Fig. 1: run 1, cell placement
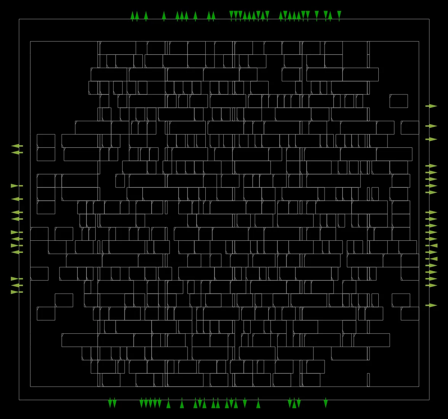
Fig. 2: run 1, wire density map
The die is cut into 17 by 16 equal tiles; dark blue is low, red is high, scaled to the fullest tile. Values are wire area over tile area, all layers added.
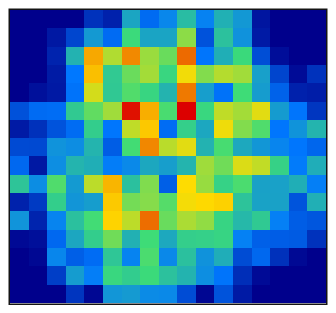
Fig. 3: run 1, placement by cell class
Fill, decap, tap and diode cells in grey.
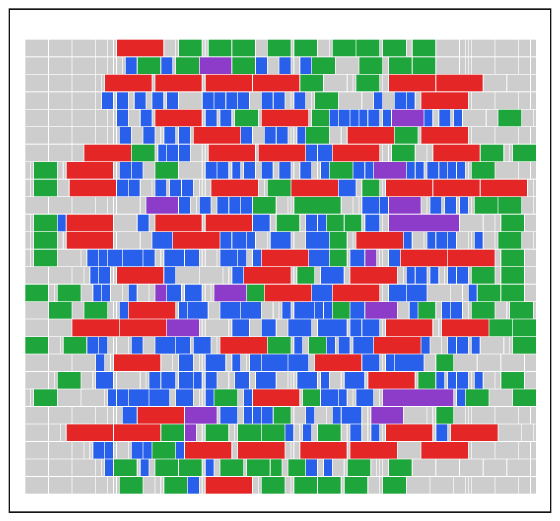
`config.mk`:
```
export PLATFORM = sky130hd
export DESIGN_NAME = fetch_unit
export DESIGN_NICKNAME = d
export VERILOG_FILES = /design/src/rtl/fetch_unit.sv
export SDC_FILE = /design/constraint.sdc
export NUM_CORES = 1
export LEC_CHECK = 0
export ABC_AREA = 0
export CAP_MARGIN = 30
export CORE_AREA = 2 2 82 76
export DETAILED_ROUTE_END_ITERATION = 10
export DIE_AREA = 0 0 84 78
export GPL_ROUTABILITY_DRIVEN = 0
export PLACE_DENSITY = 0.84
export SYNTH_ARGS = -nofsm -noshare
export SYNTH_HDL_FRONTEND = slang
export SYNTH_SLANG_ARGS = --single-unit
```
`constraint.sdc`:
```
create_clock -name clk -period 2.4 [get_ports clk]
set_clock_uncertainty 0.2 [all_clocks]
set_input_delay 0.48 -clock clk [delete_from_list [all_inputs] [get_ports clk]]
set_output_delay 0.48 -clock clk [all_outputs]
set_load 0.01 [all_outputs]
```
`src/rtl/fetch_unit.sv`:
```
// Instruction fetch stage: walks the program ROM one byte per cycle, assembles 1-3 byte
// instructions and offers each to decode over a valid/ready handshake; accepts PC redirects.
module fetch_unit #(
  parameter int unsigned           ADDR_WIDTH   = 16,
  parameter logic [ADDR_WIDTH-1:0] RESET_VECTOR = '0
) (
  input  logic                  clk,
  input  logic                  rst,
  output logic [ADDR_WIDTH-1:0] rom_addr,
  input  logic [7:0]            rom_data,
  input  logic                  redirect_valid,
  input  logic [ADDR_WIDTH-1:0] redirect_addr,
  output logic                  instr_valid,
  input  logic                  instr_ready,
  output logic [7:0]            instr_opcode,
  output logic [7:0]            instr_op1,
  output logic [7:0]            instr_op2,
  output logic [1:0]            instr_len,
  output logic [ADDR_WIDTH-1:0] instr_pc
);

  localparam int unsigned DATA_W = 8;
  localparam int unsigned LEN_W  = 2;

  typedef enum logic [1:0] {
    FETCH_OP = 2'd0,
    FETCH_B1 = 2'd1,
    FETCH_B2 = 2'd2,
    HOLD     = 2'd3
  } state_e;

  state_e                state_q, state_d;
  logic [ADDR_WIDTH-1:0] pc_q, pc_d;
  logic [DATA_W-1:0]     opcode_q, opcode_d;
  logic [DATA_W-1:0]     op1_q, op1_d;
  logic [DATA_W-1:0]     op2_q, op2_d;
  logic [LEN_W-1:0]      len_q, len_d;
  logic [ADDR_WIDTH-1:0] ipc_q, ipc_d;
  logic                  valid_q, valid_d;
  logic [LEN_W-1:0]      rom_len;

  // Instruction length is encoded in the two top opcode bits.
  function automatic logic [LEN_W-1:0] len_of(input logic [DATA_W-1:0] op);
    case (op[7:6])
      2'b00:   len_of = LEN_W'(1);
      2'b01:   len_of = LEN_W'(2);
      default: len_of = LEN_W'(3);
    endcase
  endfunction

  assign rom_len = len_of(rom_data);

  // State register
  always_ff @(posedge clk) begin
    if (rst) begin
      state_q <= FETCH_OP;
    end else begin
      state_q <= state_d;
    end
  end

  // Next-state logic; redirect restarts the fetch from any state
  always_comb begin
    state_d = state_q;
    if (redirect_valid) begin
      state_d = FETCH_OP;
    end else begin
      case (state_q)
        FETCH_OP: state_d = (rom_len == LEN_W'(1)) ? HOLD : FETCH_B1;
        FETCH_B1: state_d = (len_q == LEN_W'(2)) ? HOLD : FETCH_B2;
        FETCH_B2: state_d = HOLD;
        HOLD:     state_d = instr_ready ? FETCH_OP : HOLD;
        default:  state_d = FETCH_OP;
      endcase
    end
  end

  // Datapath / output next values; valid rises on the edge that latches the last byte
  always_comb begin
    pc_d     = pc_q;
    opcode_d = opcode_q;
    op1_d    = op1_q;
    op2_d    = op2_q;
    len_d    = len_q;
    ipc_d    = ipc_q;
    valid_d  = valid_q;
    if (redirect_valid) begin
      pc_d    = redirect_addr;
      valid_d = 1'b0;
    end else begin
      case (state_q)
        FETCH_OP: begin
          opcode_d = rom_data;
          op1_d    = '0;
          op2_d    = '0;
          len_d    = rom_len;
          ipc_d    = pc_q;
          pc_d     = pc_q + ADDR_WIDTH'(1);
          valid_d  = (rom_len == LEN_W'(1));
        end
        FETCH_B1: begin
          op1_d   = rom_data;
          pc_d    = pc_q + ADDR_WIDTH'(1);
          valid_d = (len_q == LEN_W'(2));
        end
        FETCH_B2: begin
          op2_d   = rom_data;
          pc_d    = pc_q + ADDR_WIDTH'(1);
          valid_d = 1'b1;
        end
        HOLD: begin
          if (instr_ready) valid_d = 1'b0;
        end
        default: valid_d = 1'b0;
      endcase
    end
  end

  // Datapath registers
  always_ff @(posedge clk) begin
    if (rst) begin
      pc_q     <= RESET_VECTOR;
      opcode_q <= '0;
      op1_q    <= '0;
      op2_q    <= '0;
      len_q    <= '0;
      ipc_q    <= '0;
      valid_q  <= 1'b0;
    end else begin
      pc_q     <= pc_d;
      opcode_q <= opcode_d;
      op1_q    <= op1_d;
      op2_q    <= op2_d;
      len_q    <= len_d;
      ipc_q    <= ipc_d;
      valid_q  <= valid_d;
    end
  end

  assign rom_addr     = pc_q;
  assign instr_valid  = valid_q;
  assign instr_opcode = opcode_q;
  assign instr_op1    = op1_q;
  assign instr_op2    = op2_q;
  assign instr_len    = len_q;
  assign instr_pc     = ipc_q;

endmodule

```
==> tab_implementation.tex, run 1 <==
% Table of physical implementation metrics
\begin{tabular}{lr}
\hline
Metric & Value \\
\hline
\multicolumn{2}{l}{\textbf{Outcome}} \\
Outcome & complete, no violations \\
\multicolumn{2}{l}{\textbf{Critical path}} \\
Slowest stage cell on the critical path & or4\_4 \\
Category of the worst setup path capture point & register \\
Total stage count of the critical path & 4 \\
CP Launch Type & register \\
Delay-heaviest family, CP & simple AND/OR/NAND/NOR gates \\
Crit Path Category & reg -> reg \\
Worst setup path endpoint & rom\_addr[13]\$\_SDFFE\_PP0P\_ \\
\multicolumn{2}{l}{\textbf{Route}} \\
Routed wl met3 & between 300 and 400 µm \\
Number of vias per cell after detailed routing & 5.377 \\
Met2 layer wire length in the routed design & 3468 µm \\
Post-DRT Antenna Nets & 0 \\
\multicolumn{2}{l}{\textbf{Floorplan}} \\
Die area & 0.006552 mm² \\
Horizontal die dimension & 84 µm \\
Number of tap cells added at floorplan & about 70 \\
\multicolumn{2}{l}{\textbf{STA}} \\
Final Cycle Share & 89.61\% \\
Unrepaired setup endpoints after global routing & false \\
\multicolumn{2}{l}{\textbf{Layout}} \\
Count of clock buffers in the final design & 10 \\
Non-CTS buffers & 104 \\
Multi-input gate share of total cell area & 31.43\% \\
Seq. cell area & 0.001221 mm² \\
\multicolumn{2}{l}{\textbf{Clock network}} \\
TritonCTS buffer count & 9 \\
Post-cts sizing count & 0 \\
Buffers from clock root to sink, at most & 2 \\
\multicolumn{2}{l}{\textbf{Synth}} \\
Cell count in the Yosys report & 308 \\
XORs/XNORs by Area & approximately 3.1\% \\
Post-synth area hogs & dfxtp\_1 (49\%), a21oi\_1 (8.6\%), nand2\_1 (8.2\%) \\
Multiplexer share of the synthesized area & 0.3986\% \\
Basic Gates by Area & between 20\% and 30\% \\
List of most frequent post-synthesis cells & dfxtp\_1 (61), nand2\_1 (55), a21oi\_1 (43) \\
\multicolumn{2}{l}{\textbf{Global route}} \\
Met2 routing resource usage after global routing & 35.36\% \\
Fraction of met3 tracks used by global routing & 4.894\% \\
Antenna violations before repair & 0 \\
Largest net degree at the start of global routing & around 51 \\
\multicolumn{2}{l}{\textbf{Job}} \\
Tool Warnings & 26 \\
\multicolumn{2}{l}{\textbf{Hold path}} \\
Path class of the lowest-slack min-delay path & reg -> reg \\
\multicolumn{2}{l}{\textbf{Place}} \\
Tally of buffers added on design ports & 86 \\
\hline
\end{tabular}
About Fig. 1:
flop count: 61
sequential cell area share: 32.92%
number of cells in the finished layout apart from fillers: 472
number of cell rows: 26
filler instances: 466

About Fig. 2:
- mean over tiles: 0.18
- densest ninth of the die: middle
- emptiest ninth of the die: bottom right
- tiles over half the peak: 24%
via total after detailed routing: 2538
combined global-route utilization of all metal layers: 22.07%
average routed wire per standard cell: 15.15 µm
detailed-route wire length: 7149 µm

About Fig. 3:
- red: registers (cells 61)
- purple: clock drivers and dummy loads (cells 15)
- blue: remaining logic cells (cells 222)
- green: remaining buffers and delay cells (cells 104)

[run 1: metrics by stage]
step	instance area, µm²	util (%)	std cells	worst slack [ns]	hold WS [ns]
CTS	3710	65.92	472	0.2540	0.2572
detailed placement	3497	62.14	457	0.2316	0.2490
global route	3710	65.92	472	0.1544	0.2846
global placement	3497	62.14	457	0.3353	0.2422
finish	3710	65.92	472	0.2492	0.2557
floorplan	2511	-	308	0.2427	0.2805
[run 1: sequential cells by signal, indices dropped and copies added, names as in the netlist]
signal	flops
instr_len	2
instr_op1	8
instr_op2	8
instr_opcode	8
instr_pc	16
instr_valid	1
rom_addr	16
state_q	2
[run 1: report_power, final]
| part | internal, mW | switching (mW) |
|---|---|---|
| Clock | 0.601 | 0.383 |
| Sequential | 1.06 | 0.0418 |
| Combinational | 0.192 | 0.183 |
--- run 2 (diff from run 1) ---
--- a/config.mk
+++ b/config.mk
@@ -10,7 +10,7 @@
 export CORE_AREA = 2 2 82 76
 export DETAILED_ROUTE_END_ITERATION = 10
 export DIE_AREA = 0 0 84 78
-export GPL_ROUTABILITY_DRIVEN = 0
+export GPL_ROUTABILITY_DRIVEN = 1
 export PLACE_DENSITY = 0.84
 export SYNTH_ARGS = -nofsm -noshare
 export SYNTH_HDL_FRONTEND = slang
Fig. 4: run 2, cell placement
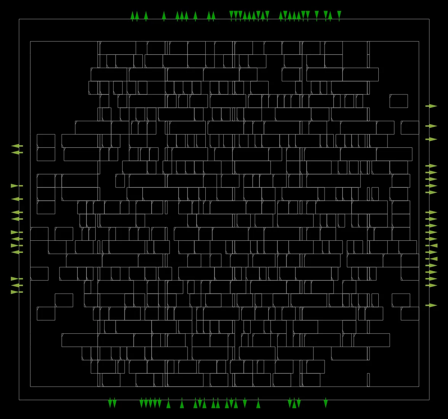
Final Core Density: 65.92%
area of the core region: 0.005628 mm²

==> run 2 against run 1 <==
Effect of this change:
- global-route usage stayed put
- clock power hardly changed
- die size stayed put
- clock-buffer cell count stayed put
- combinational power hardly changed
- register-to-register slack hardly changed
- sequential share of layout area stayed put
- synthesized cell count stayed put
- sequential cell count stayed put
- sequential power hardly changed
- hold slack stayed put
- cell count stayed put
==> tab_implementation.tex, run 2 <==
% Table of physical implementation metrics
\begin{tabular}{lr}
\hline
Metric & Value \\
\hline
\multicolumn{2}{l}{\textbf{Outcome}} \\
Outcome & complete, no violations \\
\multicolumn{2}{l}{\textbf{Place}} \\
Placed inst area & 0.003497 mm² \\
Setup WS pre-CTS & 0.2316 ns \\
Placed Instances & 457 \\
\multicolumn{2}{l}{\textbf{Synth}} \\
Multiplexer share of the synthesized area & 0.3986\% \\
List of most frequent post-synthesis cells & dfxtp\_1 (61), nand2\_1 (55), a21oi\_1 (43) \\
XORs/XNORs by Area & 3.139\% \\
Post-synth area hogs & dfxtp\_1 (49\%), a21oi\_1 (8.6\%), nand2\_1 (8.2\%) \\
\multicolumn{2}{l}{\textbf{STA}} \\
Tightest hold margin & 0.2557 ns \\
Unrepaired setup endpoints after global routing & false \\
\multicolumn{2}{l}{\textbf{Clock network}} \\
Post-cts sizing count & 0 \\
TritonCTS buffer count & 9 \\
Buffers from clock root to sink, at most & 2 \\
\multicolumn{2}{l}{\textbf{Power}} \\
Clock group & 0.984 mW \\
Sw Pwr & 0.6081 mW \\
Sw Ratio & about a quarter \\
Internal power of the cells & 1.857 mW \\
Pwr top & registers \\
Relative contribution of sequential cells to total power & between 40\% and 50\% \\
Combinational group share of total power & between 15 and 20\% \\
Clock share of power & roughly two fifths \\
\multicolumn{2}{l}{\textbf{Route}} \\
Average routed wire per standard cell & about 15 µm \\
Number of vias per cell after detailed routing & between 5 and 6 \\
Detailed-route wire length & 7149 µm \\
\multicolumn{2}{l}{\textbf{Critical path}} \\
Category of the worst setup path capture point & register \\
Delay-heaviest family, CP & simple AND/OR/NAND/NOR gates \\
Crit Path Category & reg -> reg \\
CP Launch Type & register \\
Worst setup path endpoint & rom\_addr[13]\$\_SDFFE\_PP0P\_ \\
Slowest stage cell on the critical path & or4\_4 \\
Total stage count of the critical path & 4 \\
\multicolumn{2}{l}{\textbf{Job}} \\
Tool Warnings & 26 \\
\multicolumn{2}{l}{\textbf{Floorplan}} \\
Die area & 0.006552 mm² \\
Horizontal die dimension & 84 µm \\
Number of cell rows & 26 \\
\multicolumn{2}{l}{\textbf{Global route}} \\
Antenna violations before repair & 0 \\
\multicolumn{2}{l}{\textbf{Layout}} \\
Final Cell Area & approximately 0.0037 mm² \\
Number of cells in the finished layout apart from fillers & between 400 and 500 \\
\hline
\end{tabular}
## run 2: cell counts in the layout (fill, tap and decap cells not counted)
No cell type changed its count.
## run 2: layer usage
layer | share of wire [%] | GRT usage [%]
met2 | 49 | 35.36
met5 | 0 | 0
met3 | 5.3 | 4.894
met4 | 2.4 | 10.65
met1 | 44 | 28.18
## run 2: cell type report
type,count,area (µm²),share of cell area [%]
Multi-Input combinational cell,217,1166,31.43
Clock buffer,10,137.6,3.710
Clock inverter,5,75.07,2.024
Timing Repair Buffer,104,1003,27.05
Tap cell,70,87.58,2.361
Inverter,5,18.77,0.5059
Sequential cell,61,1221,32.92
## run 2: kinds of logic (layout without fill, tap and decap cells)
logic type	after synthesis	after routing
xor+xnor	9	9
compound gates	85	85
mux	1	1
simple gates	121	121
buf+inv	30	124
flops	61	61
fa+ha+maj	1	1
--- run 3 (diff from run 2) ---
--- a/config.mk
+++ b/config.mk
@@ -11,6 +11,7 @@
 export DETAILED_ROUTE_END_ITERATION = 10
 export DIE_AREA = 0 0 84 78
 export GPL_ROUTABILITY_DRIVEN = 1
+export HOLD_SLACK_MARGIN = 0.12
 export PLACE_DENSITY = 0.84
 export SYNTH_ARGS = -nofsm -noshare
 export SYNTH_HDL_FRONTEND = slang
Fig. 5: run 3, wire density map
The die is cut into 17 by 16 equal tiles; dark blue is low, red is high, scaled to the fullest tile. Values are wire area over tile area, all layers added.
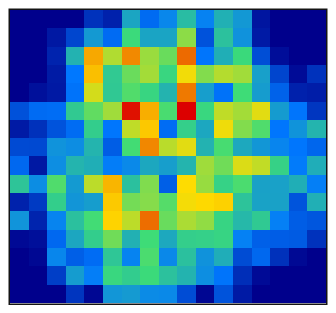
- mean over tiles: 0.18
- emptiest ninth of the die: bottom right
- nearly empty tiles: 14%
- fullest tile: 0.52

==> run 3 against run 2 <==
Effect of this change:
- combinational power barely moved
- register-to-register slack barely moved
- routed wire length did not move
- core utilization did not move
- sequential cell count did not move
- global-route usage did not move
- clock-buffer cell count did not move
- via count did not move
- die size did not move
- hold slack did not move
- first-iteration DRC count did not move
- critical endpoint unchanged
- largest power group unchanged
==> tab_implementation.tex, run 3 <==
% Table of physical implementation metrics
\begin{tabular}{lr}
\hline
Metric & Value \\
\hline
\multicolumn{2}{l}{\textbf{Power}} \\
Pwr top & registers \\
Internal power of the cells & 1.857 mW \\
Power dissipated in combinational cells & between 0.3 and 0.4 mW \\
Sw Pwr & 0.6081 mW \\
Sequential power & between 1 and 1.5 mW \\
\multicolumn{2}{l}{\textbf{Critical path}} \\
Worst setup path endpoint & rom\_addr[13]\$\_SDFFE\_PP0P\_ \\
CP Launch Type & register \\
Category of the worst setup path capture point & register \\
Crit Path Category & reg -> reg \\
\multicolumn{2}{l}{\textbf{Route}} \\
Post-DRT Antenna Nets & 0 \\
Number of vias per cell after detailed routing & 5.377 \\
Average routed wire per standard cell & between 15 and 20 µm \\
\multicolumn{2}{l}{\textbf{Layout}} \\
Number of cells in the finished layout apart from fillers & 472 \\
Flop count & 61 \\
Fraction of area in non-clock buffers & approximately 27\% \\
Count of clock buffers in the final design & 10 \\
Multi-input gate share of total cell area & 31.43\% \\
Count of multi-input gates & 217 \\
Sequential cell area share & approximately 33\% \\
Largest cell class by area & registers \\
Number of non-clock inverters in the layout & 5 \\
Non-CTS buffers & 104 \\
Logic cell area & 0.001166 mm² \\
\multicolumn{2}{l}{\textbf{Place}} \\
Tally of buffers added on design ports & 86 \\
\multicolumn{2}{l}{\textbf{Global route}} \\
Antenna violations before repair & 0 \\
Combined global-route utilization of all metal layers & $\sim$22\% \\
\multicolumn{2}{l}{\textbf{Floorplan}} \\
Number of cell rows & 26 \\
Number of tap cells added at floorplan & 70 \\
\multicolumn{2}{l}{\textbf{Clock network}} \\
Post-cts sizing count & 0 \\
TritonCTS buffer count & 9 \\
Buffers from clock root to sink, at most & 2 \\
\multicolumn{2}{l}{\textbf{Synth}} \\
Cell count in the Yosys report & 308 \\
Basic Gates by Area & 22.42\% \\
XORs/XNORs by Area & 3.139\% \\
List of most frequent post-synthesis cells & dfxtp\_1 (61), nand2\_1 (55), a21oi\_1 (43) \\
Post-synth area hogs & dfxtp\_1 (49\%), a21oi\_1 (8.6\%), nand2\_1 (8.2\%) \\
\multicolumn{2}{l}{\textbf{STA}} \\
Unrepaired setup endpoints after global routing & false \\
Final Cycle Share & about nine tenths \\
Tightest hold margin & 0.2557 ns \\
\multicolumn{2}{l}{\textbf{Job}} \\
Tool Warnings & 26 \\
\multicolumn{2}{l}{\textbf{Outcome}} \\
Outcome & complete, no violations \\
\hline
\end{tabular}
## run 3: routing by layer
layer,wire length [µm],GRT usage (%),vias to the layer above
met4,171,10.65,0
met3,377,4.894,15
met5,0,0,-
li1,-,-,1262
met2,3468,35.36,75
met1,3131,28.18,1186
## run 3: metrics by stage
stage	util, %	area, µm²	power [mW]	worst slack, ns
after global placement	62.14	3497	1.490	0.3353
after global routing	65.92	3710	2.551	0.1544
after detailed placement	62.14	3497	1.501	0.2316
after CTS	65.92	3710	2.474	0.2540
final	65.92	3710	2.465	0.2492
after floorplan	-	2511	1.289	0.2427
## run 3: worst max-delay path, delay by kind of cell, from the launching register on
kind / cells / cell delay, ns
AND-OR/OR-AND: 1 / 0.28
AND/OR/NAND/NOR: 3 / 1.15
flip-flops: 1 / 0.42
Power and IR drop assume default switching activity.
